Fig. 1: met1 routing
Drawn at 1 px/µm. Cells faint in the background.
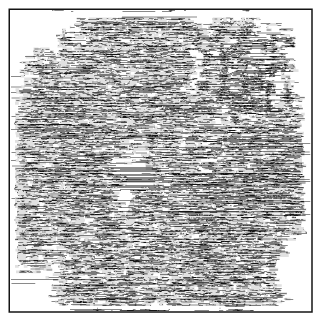
Fig. 2: the metal 2 layer
Drawn at 1.5 px/µm.
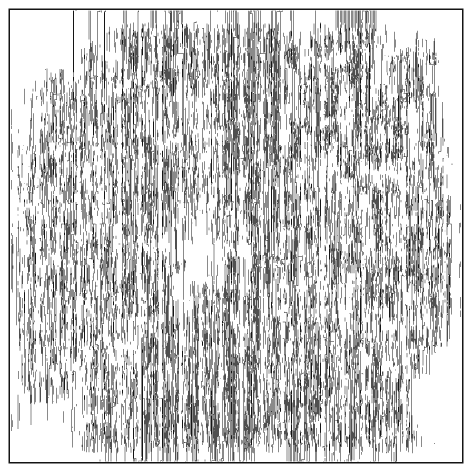
Fig. 3: M3 wires
Drawn at 1 px/µm. Cells faint in the background.
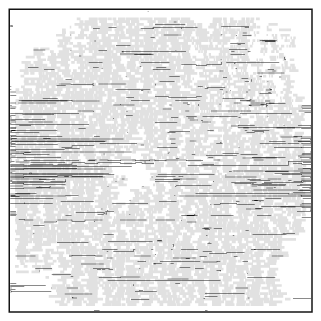
Fig. 4: metal 4
Drawn at 1 px/µm. Cells faint in the background.
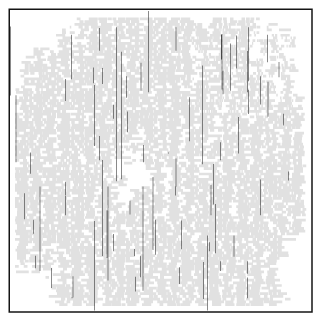
==> config.mk <==
export PLATFORM = sky130hd
export DESIGN_NAME = pfiform_pop_reader
export DESIGN_NICKNAME = d
export VERILOG_FILES = /design/src/rtl/pfiform_pop_reader.sv
export SDC_FILE = /design/constraint.sdc
export NUM_CORES = 2
export LEC_CHECK = 0
export CORE_MARGIN = 5
export CORE_UTILIZATION = 60
export CTS_BUF_LIST = sky130_fd_sc_hd__clkbuf_8
export DETAILED_ROUTE_END_ITERATION = 10
export MAX_ROUTING_LAYER = met4
export PLACE_DENSITY = 0.82
export SYNTH_ARGS = -nofsm -noshare
export SYNTH_HDL_FRONTEND = slang
export SYNTH_SLANG_ARGS = --single-unit
==> constraint.sdc <==
create_clock -name i_core_clk -period 4.99 [get_ports i_core_clk]
set_input_delay 0.998 -clock i_core_clk [delete_from_list [all_inputs] [get_ports i_core_clk]]
set_output_delay 0.998 -clock i_core_clk [all_outputs]
set_load 0.03 [all_outputs]
==> out/qor.yml <==
power:
  power_leader: "combinational logic"
  p_leak_nw: 25.1
  seqPwrFrac: 0.384
setup_path:
  cp.depth: 7
  required_ns: 3.99
  rr_worst_depth: 21
  end_kind: "output port"
  startpoint_type: "flip-flop"
  crit_family: "multiplexers"
  cp_max_fo: 14
logic_synthesis:
  synth.most_common_cell: "dfrtp_1"
  ys_sh_simple: 0.0220
  yosysWarnings: 0
  synthArstFlopShare: 1.00
drt:
  drt_first_pass_iters: 5
  antenna_left: 0
  first_iter_violations: 1979
finish:
  lay_top_cells: "dfrtp_1 (1087), mux2_2 (1035), mux4_2 (336)"
  inv_count: 38
  postLayoutCellArea_um2: 59600
  utilization: 0.709
  mi_logic_area_um2: 22400
  comb_share: 0.376
  fillCellCount: 5230
  n_all_buffers: 403
  area_growth_pct: 16.9
  largest_register_ffs: 1024
  nClkBuffers: 219
floorplan:
  io_pins: 301
  dieArea_um2: 90800
  rows: 106
timing:
  max_freq_mhz: 204
  skew_ns: 0.0371
  finalCritPeriodShare: 0.983
  tightest_slew_ns: 0.977
global_route:
  grt_pass1_vias: 33000
  grt-ovfl-total: 0
placement:
  pre_cts_ws_ns: -0.205
  dp.cells: 4487
clocking:
  cts_num_sinks: 1094
  clock_latency_ns: 0.85
  cts_tree: "built"
status:
  outcome: "completed"
-- Fig. 1 (at the start) --
share of all routed wire = 41%
main direction = horizontal
Post-Route WL: 127000 µm
grt met1 use: 0.383
Vias: 29700

-- Fig. 2 (at the start) --
share of all routed wire = 51%
wire length on this layer = 64.2 mm
nets with wire on the layer = 3716
main direction = vertical
longest straight run = 122 µm
met2 usage: 0.464

-- Fig. 3 (at the start) --
share of all routed wire = 6.3%
longest straight run = 122 µm
wire length on this layer = 8030 µm
main direction = horizontal
met3 usage: 0.0734

-- Fig. 4 (at the start) --
longest straight run = 154 µm
wire length on this layer = 2710 µm

No activity file was given, so power comes from the tool's default toggle rates.
